Fig. 1: run 1, the metal 1 layer
(4 px per um) Supply wires on this layer in gray. Cells faint in the background.
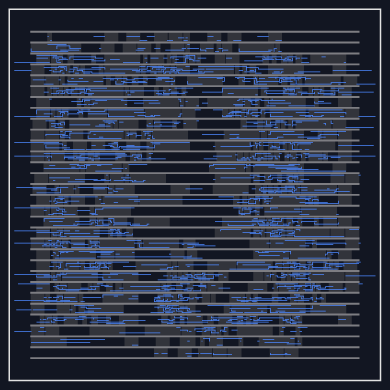
Fig. 2: run 1, signal wires on met2
(4 px per um)
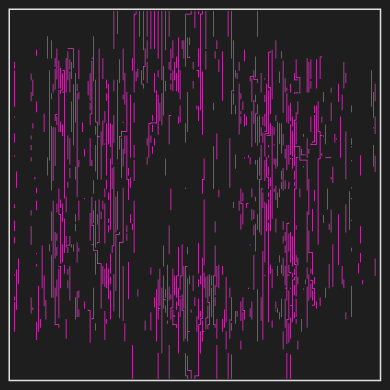
Fig. 3: run 1, the metal 3 layer
(6 px per um) Cells faint in the background.
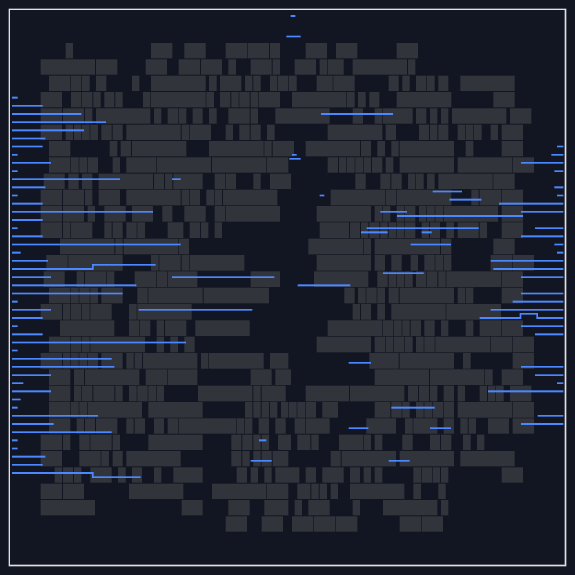
[src/rtl/lc3_mem_pkg.sv]
// lc3_mem_pkg: shared encodings for the LC3 memory-access stage
// Contents: access-type encodings, FSM state enum, data memory depth.
package lc3_mem_pkg;
    localparam int MEM_DEPTH = 128;
    localparam int MEM_AW    = $clog2(MEM_DEPTH);
    typedef enum logic [1:0] {
        MS_RD     = 2'd0,
        MS_WR     = 2'd1,
        MS_IND_RD = 2'd2,
        MS_IND_WR = 2'd3
    } mem_state_e;
    typedef enum logic [2:0] {
        S_IDLE,
        S_IND,
        S_RD,
        S_WSET,
        S_WR,
        S_DONE
    } fsm_state_e;
endpackage

[src/rtl/lc3_mem_access.sv]
// lc3_mem_access: memory-access stage controller (direct/indirect load/store)
// Ports: clock/reset (async, active-high); start/mem_state/m_addr/m_data request
// from execute; dmem_dout/dmem_complete from memory; dmem_addr/dmem_din/dmem_rd
// registered memory pins; memout loaded word; done one-cycle pulse; busy; addr_err.
// Optional feature: define LC3_MEM_ACCESS_ADDR_CHECK_EN to reject addresses
// outside the 128-word memory (addr_err pulses with done, access not issued).
module lc3_mem_access
    import lc3_mem_pkg::*;
#(
    parameter int ADDR_W = 16,
    parameter int DATA_W = 16
) (
    input  logic              clock,
    input  logic              reset,
    input  logic              start,
    input  logic [1:0]        mem_state,
    input  logic [ADDR_W-1:0] m_addr,
    input  logic [DATA_W-1:0] m_data,
    input  logic [DATA_W-1:0] dmem_dout,
    input  logic              dmem_complete,
    output logic [ADDR_W-1:0] dmem_addr,
    output logic [DATA_W-1:0] dmem_din,
    output logic              dmem_rd,
    output logic [DATA_W-1:0] memout,
    output logic              done,
    output logic              busy,
    output logic              addr_err
);
    fsm_state_e        state, state_n;
    mem_state_e        kind, kind_n;
    logic [DATA_W-1:0] data, data_n;
    logic [ADDR_W-1:0] addr_n;
    logic [DATA_W-1:0] din_n, memout_n;
    logic              rd_n, err, err_n;
    logic              m_bad, p_bad;

`ifdef LC3_MEM_ACCESS_ADDR_CHECK_EN
    assign m_bad = |(m_addr >> MEM_AW);
    assign p_bad = |(dmem_dout >> MEM_AW);
`else
    assign m_bad = 1'b0;
    assign p_bad = 1'b0;
`endif

    assign done     = state == S_DONE;
    assign busy     = state != S_IDLE;
    assign addr_err = done && err;

    always_ff @(posedge clock or posedge reset) begin
        if (reset) begin
            state     <= S_IDLE;
            kind      <= MS_RD;
            data      <= '0;
            dmem_addr <= '0;
            dmem_din  <= '0;
            dmem_rd   <= 1'b1;
            memout    <= '0;
            err       <= 1'b0;
        end else begin
            state     <= state_n;
            kind      <= kind_n;
            data      <= data_n;
            dmem_addr <= addr_n;
            dmem_din  <= din_n;
            dmem_rd   <= rd_n;
            memout    <= memout_n;
            err       <= err_n;
        end
    end

    // Address/data only move on edges where dmem_rd stays high, so the memory
    // never sees a write strobe edge coincide with an address change.
    always_comb begin
        state_n  = state;
        kind_n   = kind;
        data_n   = data;
        addr_n   = dmem_addr;
        din_n    = dmem_din;
        rd_n     = dmem_rd;
        memout_n = memout;
        err_n    = 1'b0;
        case (state)
            S_IDLE: if (start) begin
                kind_n = mem_state_e'(mem_state);
                data_n = m_data;
                if (m_bad) begin
                    state_n = S_DONE;
                    err_n   = 1'b1;
                end else begin
                    addr_n = m_addr;
                    if (mem_state == MS_RD) state_n = S_RD;
                    else if (mem_state == MS_WR) begin
                        state_n = S_WSET;
                        din_n   = m_data;
                    end else state_n = S_IND;
                end
            end
            S_IND: if (dmem_complete) begin
                if (p_bad) begin
                    state_n = S_DONE;
                    err_n   = 1'b1;
                end else begin
                    addr_n = ADDR_W'(dmem_dout);
                    if (kind == MS_IND_RD) state_n = S_RD;
                    else begin
                        state_n = S_WSET;
                        din_n   = data;
                    end
                end
            end
            S_RD: if (dmem_complete) begin
                memout_n = dmem_dout;
                state_n  = S_DONE;
            end
            S_WSET: begin
                rd_n    = 1'b0;
                state_n = S_WR;
            end
            S_WR: if (dmem_complete) begin
                rd_n    = 1'b1;
                state_n = S_DONE;
            end
            S_DONE: state_n = S_IDLE;
            default: state_n = S_IDLE;
        endcase
    end
endmodule

[config.mk]
export PLATFORM = sky130hd
export DESIGN_NAME = lc3_mem_access
export DESIGN_NICKNAME = d
export VERILOG_FILES = /design/src/rtl/lc3_mem_pkg.sv /design/src/rtl/lc3_mem_access.sv
export SDC_FILE = /design/constraint.sdc
export NUM_CORES = 1
export LEC_CHECK = 0
export ABC_AREA = 1
export CAP_MARGIN = 20
export CORE_MARGIN = 5
export CORE_UTILIZATION = 48
export CTS_BUF_LIST = sky130_fd_sc_hd__clkbuf_4 sky130_fd_sc_hd__clkbuf_8
export CTS_CLUSTER_SIZE = 14
export DETAILED_ROUTE_END_ITERATION = 16
export PLACE_DENSITY = 0.83
export SLEW_MARGIN = 10
export SYNTH_ARGS = -nofsm -noshare
export SYNTH_HDL_FRONTEND = slang
export SYNTH_SLANG_ARGS = --single-unit
[constraint.sdc]
create_clock -name clock -period 3.4 [get_ports clock]
set_input_delay 0.85 -clock clock [delete_from_list [all_inputs] [get_ports clock]]
set_output_delay 0.85 -clock clock [all_outputs]
set_load 0.05 [all_outputs]
==> out/results.ini, run 1 <==
[setup_path]
cp_cell_sequence = inv_2 -> nand2_2 -> nor2_4 -> inv_1 -> clkdlybuf4s50_1
worst_ep_required_time_ns = 2.55
worstSetupPathType = flop to primary output
startpoint_of_the_worst_setup_timing_path = state[1]
cp.buffers_inverters = 3
maximum_fanout_along_the_worst_path = 7
critPathMaxStageDelay_ns = 0.79
critical_r2r_launch = state[2]
largest_delay_share_family_worst_path = buffers and inverters
startpoint_type_of_the_worst_setup_path = flop
critical_path.reg2reg.endpoint = memout[3]
rr_worst_depth = 6
r2r_slack_ns = 1.49
worst_setup_path_end_kind = primary output
crit_path_top_delay_cell = clkdlybuf4s50_1
cp_data_arrival_time_ns = 1.89

[timing]
slew-limit-headroom = 0.407
period_needed_ns = 2.74
worst_clock_skew_ns = 0.00823
final-hold-violation-count = 0
setup_slack_ns = 0.656
max_freq_mhz = 364
finalHoldWorstSlack_ns = 0.474
transition_at_the_pin_with_the_smallest_max_transition_slack_ns = 0.887
finalClockPeriodUsage = 0.807
drv_slew = 0
timing.final.setup_violations = 0
tns_ns = 0
grt_setup_unrepaired = false

[cts]
clock_tree.buffer_depth = 2
cts_tree = yes
clk_latency_ns = 0.34
root_buffer = clkbuf_8
total_cts_buffers = 9
cts_max_level = 3
postCtsSetupRepairBufs = 0
clkTransAtPathRegs_ns = 0.07
post_cts.resized_instances = 0
ctsHoldBuffers = 0
clock_sinks = 70

[grt]
grt_start_max_net_pins = 60
grt_antenna_before_repair = 0
grt-ovfl-total = 0
vias_in_the_first_global_route = 2846
global_route_wire_length_before_repair_um = 12900
grt.total_usage = 0.188

[layout]
area.growth.synth_to_final_pct = 38.9
utilization = 0.675
layout.cell_area.non_filler_mm2 = 0.00454
final-instance-count-excl-fill = 584
layout-drive-gt1-share = 0.0754
nNetsFinal = 553
num_antenna_cells = 0

[yosys]
yosysCellCount = 400
largest_area_cell = dfrtp_1
synthDistinctLibCells = 24
yosysTopAreaCellShare = 0.529
synth.most_common_cell = nand2_1
ys_seq_elements = 70
yosys-top-cells-count = nand2_1 (113), dfrtp_1 (69), o21ai_0 (61)
synth.yosys.warnings = 0
mappedNetlistArea_mm2 = 0.00326
syn_nets = 454
number_of_enable_flip_flop_cells = 0
synthFlopType = dfrtp_1
syn_inst = 400
synth_chip_area_mm2 = 0.00326
synth.top_cells.by_area = dfrtp_1 (53%), nand2_1 (13%), o21ai_0 (9.4%)
async_reset_ff_frac = 1.00
synthesis.area_per_instance_um2 = 8.16
synth.yosys.seq_area_share = 0.537

[placed_design]
numPlacedInstances = 568
count_of_port_buffers_added_during_placement = 104
dp.final_hpwl_um = 5570
gpl.final_weighted_congestion = 0.854
instance_area_after_placement_mm2 = 0.00431
place_ws_ns = 0.961

[floorplan]
initial_core_util = 0.486
std_cell_rows = 30
die_height_um = 92.5
ioPinCount = 106
chipArea_mm2 = 0.00855
die.size.x_um = 92.5
placeableCoreArea_mm2 = 0.00672

[detailed_routing]
detailedRoute.firstPassIterationCount = 4
drc = 0
route.detailed.vias_per_inst = 4.97
first_iter_violations = 146
remaining_number_of_nets_flagged_by_the_antenna_check_after_routing = 0
drt-wirelength-per-cell_um = 13.1

[pwr]
power.ir.vdd_worst_uv = 627
power.share.clock = 0.147
pg_clk_uw = 736
power.switching_uw = 2470
internal_power_uw = 2550
comb_power_uw = 2840
power.density_cell_area_mw_per_mm2 = 1110
static-leakage-power_uw = 0.00222
fin_total_pwr_uw = 5020
main_power_group = combinational cells
power_frac_comb = 0.565
seq_power_uw = 1450
power.share.switching = 0.492
share_seq_of_total_power = 0.288

[job]
warning_count = 26
max_cap_violations = 0

[worst_hold_path]
holdPathStages = 2
min-delay-start = dmem_din[8]
min-delay-path-class = flop to flop
whs_endpoint = dmem_din[8]

[run_status]
run_status = finished clean

Notes on Fig. 1 above:
The layer carries 3310 um of wire. The layer holds 43% of the routed length. The wires run mostly horizontal. The longest straight run is 30.4 um. 490 nets have wire on it.

Notes on Fig. 2 above:
452 nets have wire on it. The layer carries 3500 um of wire. The wires run mostly vertical.
routed via count: 2905
final wirelength: 7650 um

Notes on Fig. 3 above:
The wires run mostly horizontal. The longest straight run is 28.8 um. 90 nets have wire on it.

==> run 1: layout by cell type, fill, tap and decap left out <==
cell,count
bufinv_16,2
dfstp_2,1
nor2_4,3
o21ai_1,14
conb_1,1
o21ai_2,1
nand2_1,113
nor3_2,1
o21ai_0,61
a21oi_1,13
nand3_2,1
inv_1,55
buf_4,4
nor2_1,15
nand3b_1,1
nor2_8,1
inv_2,4
nand2_4,3
dfrtp_1,69
clkdlybuf4s50_1,104
nor3_1,1
nand3_1,19
clkinvlp_4,2
clkbuf_8,10
nand2_2,3
clkinv_2,2
==> run 1: state kept, by name, summed over array words and instances, names as in the netlist <==
signal,count
data,16
dmem_addr,16
dmem_din,16
dmem_rd,1
kind,2
memout,16
state,3
==> run 1: layout make-up <==
cell class | instances | area [um2]
repair buffers | 108 | 1070
flip-flops and latches | 70 | 1750
inverters | 59 | 221
clock inverters | 6 | 85.1
fillers | 540 | 2180
multi-input cells | 251 | 1170
clock buffers | 10 | 138
well taps | 80 | 100
==> run 1: routing by layer <==
metal | GRT usage | wire length, um
met1 | 0.237 | 3310
met2 | 0.299 | 3500
met3 | 0.0617 | 710
met4 | 0.0743 | 125
met5 | 0 | 0
==> run 1: cells by family after synthesis <==
| family | Yosys count | synth area share |
|---|---|---|
| AND-OR/OR-AND | 89 | 0.138 |
| buffers and inverters | 79 | 0.105 |
| flip-flops | 70 | 0.537 |
| other | 1 | 0.00115 |
| AND/OR/NAND/NOR | 161 | 0.219 |
==> run 1: worst max path at each step <==
stage / endpoint / slack [ns] / cells past startpoint
floorplan: data[0] / 0.78 / 1
finish: busy / 0.66 / 5
detailed placement: memout[3] / 0.96 / 3
CTS: done / 0.62 / 3
global route: done / 0.54 / 3
global placement: busy / 1.04 / 5
## Run 2: what changed since run 1
==> constraint.sdc (replaced) <==
create_clock -name clock -period 2.75 [get_ports clock]
set_input_delay 0.6875 -clock clock [delete_from_list [all_inputs] [get_ports clock]]
set_output_delay 0.6875 -clock clock [all_outputs]
set_load 0.05 [all_outputs]
Fig. 4: run 2, the metal 3 layer
(6 px per um) Cells faint in the background.
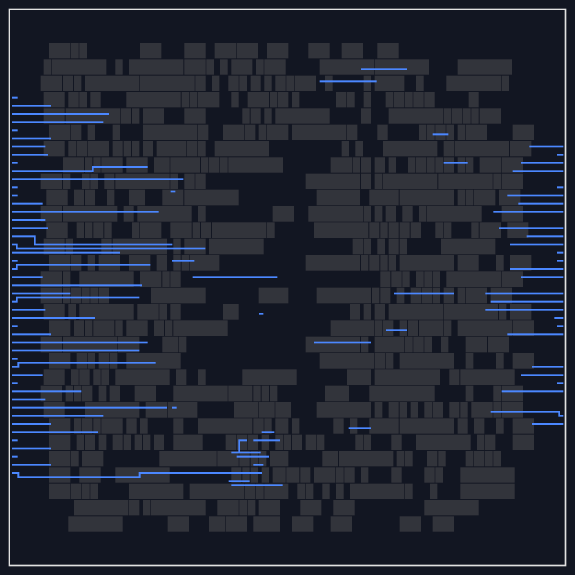
87 nets have wire on it. The longest straight run is 31.3 um. The wires run mostly horizontal.
final wirelength: 7500 um
routed via count: 2852

==> out/results.ini, run 2 <==
[run_status]
run_status = finished clean  ; unchanged

[yosys]
synth.yosys.seq_area_share = 0.537  ; unchanged
number_of_enable_flip_flop_cells = 0  ; unchanged
synth.top_cells.by_area = dfrtp_1 (53%), nand2_1 (13%), o21ai_0 (9.4%)  ; unchanged
synth.yosys.warnings = 0  ; unchanged
synth_chip_area_mm2 = 0.00326  ; unchanged
yosys-top-cells-count = nand2_1 (113), dfrtp_1 (69), o21ai_0 (61)  ; unchanged
ys_seq_elements = 70  ; unchanged
synthFlopType = dfrtp_1  ; unchanged
yosysCellCount = 400  ; unchanged
syn_inst = 400  ; unchanged
largest_area_cell = dfrtp_1  ; unchanged
async_reset_ff_frac = 1.00  ; unchanged
yosysTopAreaCellShare = 0.529  ; unchanged

[detailed_routing]
remaining_number_of_nets_flagged_by_the_antenna_check_after_routing = 0  ; unchanged
first_iter_violations = 96  ; was 146
detailedRoute.firstPassIterationCount = 4  ; unchanged

[timing]
slew-limit-headroom = 0.609  ; was 0.407
transition_at_the_pin_with_the_smallest_max_transition_slack_ns = 0.587  ; was 0.887 ns
finalHoldWorstSlack_ns = 0.474  ; about the same
finalClockPeriodUsage = 0.940
max_freq_mhz = 387
grt_setup_unrepaired = false  ; unchanged

[setup_path]
cp.buffers_inverters = 3  ; unchanged
worst_setup_path_end_kind = primary output  ; unchanged
critPathMaxStageDelay_ns = 0.79  ; about the same
worstSetupPathType = flop to primary output  ; unchanged
cp_cell_sequence = inv_2 -> nand2_2 -> nor2_4 -> inv_1 -> clkdlybuf4s50_1  ; unchanged
worst_ep_required_time_ns = 2.06  ; was 2.55 ns
crit_path_top_delay_cell = clkdlybuf4s50_1  ; unchanged
startpoint_type_of_the_worst_setup_path = flop  ; unchanged

[pwr]
power.ir.vdd_worst_uv = 701  ; was 627 uV
fin_total_pwr_uw = 6200  ; was 5020 uW

[cts]
postCtsSetupRepairBufs = 0  ; unchanged
clock_sinks = 70  ; unchanged
total_cts_buffers = 9  ; unchanged
clock_tree.buffer_depth = 2  ; unchanged
cts_max_level = 3  ; unchanged
root_buffer = clkbuf_8  ; unchanged

[grt]
grtUsageMet1 = 0.226  ; was 0.237
vias_in_the_first_global_route = 2873  ; was 2846
global_route_wire_length_before_repair_um = 12900  ; about the same
grt-ovfl-total = 0  ; unchanged
grt_start_max_net_pins = 60  ; unchanged
grt_util_met2 = 0.295  ; was 0.299
grt.total_usage = 0.187  ; was 0.188
gr-usage-met3 = 0.0780  ; was 0.0617

[job]
warning_count = 26  ; unchanged
max_cap_violations = 0  ; unchanged

[floorplan]
initial_core_util = 0.486  ; unchanged
chipArea_mm2 = 0.00855  ; unchanged
ioPinCount = 106  ; unchanged
die.size.x_um = 92.5  ; unchanged
placeableCoreArea_mm2 = 0.00672  ; unchanged

[layout]
final_cell_mix = nand2_1 (113), clkdlybuf4s50_1 (103), dfrtp_1 (69)  ; was nand2_1 (113), clkdlybuf4s50_1 (104), dfrtp_1 (69)
area.growth.synth_to_final_pct = 39.9  ; was 38.9%
num_antenna_cells = 0  ; unchanged
layout-drive-gt1-share = 0.0791  ; was 0.0754
layout.cell_area.non_filler_mm2 = 0.00457  ; was 0.00454 mm2

[placed_design]
place_ws_ns = 0.482  ; was 0.961 ns
count_of_port_buffers_added_during_placement = 104  ; unchanged
numPlacedInstances = 570  ; was 568
instance_area_after_placement_mm2 = 0.00434  ; was 0.00431 mm2

Fig. 5: run 2, clock wires, drivers and flops
(3 px per um)
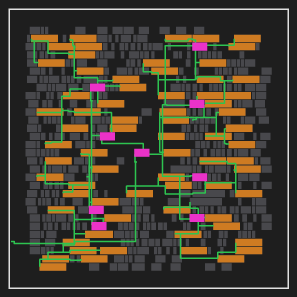
Magenta marks clock drivers, count 9. Orange marks flip-flops, count 70. Green marks clock wires, length 830 um.
There are 10 routed clock nets. Position of the flops: widely spread.
power drawn by the clock network: 908 uW
clock latency at the later pin of the worst-skew pair: 0.34 ns
Post-Route Skew: 0.00632 ns
clock power share: 0.147

-- run 2: logic make-up (layout without fill, tap and decap cells) --
family,count (synthesis),after routing,share of synthesized area
DFF,70,70,0.537
and+or+nand+nor,161,161,0.219
buffers and inverters,79,185,0.105
AOI/OAI and AO/OA,89,89,0.138
other,1,1,0.00115
-- run 2: worst register-to-register path, cell delays in order (launching register included) --
cell and delay [ns]:
dfrtp_1 0.43, inv_2 0.15, nor2_4 0.06, nand2_4 0.43, nor2_4 0.13, nor2_8 0.27
nand2_4 0.18, nand2_1 0.11, nand2_1 0.06
-- run 2: final timing paths --
check,cells after the start,to,from
worst min-delay path,2,dmem_din[15],dmem_din[15]
worst min register to register,2,dmem_din[15],dmem_din[15]
worst max-delay path,5,busy,state[1]
max in group asynchronous,3,dmem_rd,reset
min in group asynchronous,2,dmem_addr[8],reset
worst max register to register,8,dmem_din[2],state[0]
-- run 2: layout make-up --
type | instances | area (um2)
multi-input cells | 251 | 1170
repair buffers | 110 | 1100
fillers | 537 | 2150
well taps | 80 | 100
clock buffers | 10 | 138
inverters | 59 | 221
clock inverters | 6 | 85.1
flip-flops and latches | 70 | 1750
-- run 2: where the power goes --
part           switching [uW]  internal (uW)
Sequential                263           1530
Clock                     376            532
Combinational            2400           1100
Total                    3040           3160
-- run 2: what timing repair did --
item / in CTS / in global routing
hold buffers: 0 / 0
endpoints found under the setup margin: 0 / 1
resized: 0 / 1
-- run 2: routing by layer --
layer  wire (um)  vias to the layer above
met5           0                        -
met4          76                        0
met1        3260                     1288
li1            -                     1447
met3         818                        7
met2        3350                      110
Power figures rest on the tool's default switching activity, not on a simulated workload.
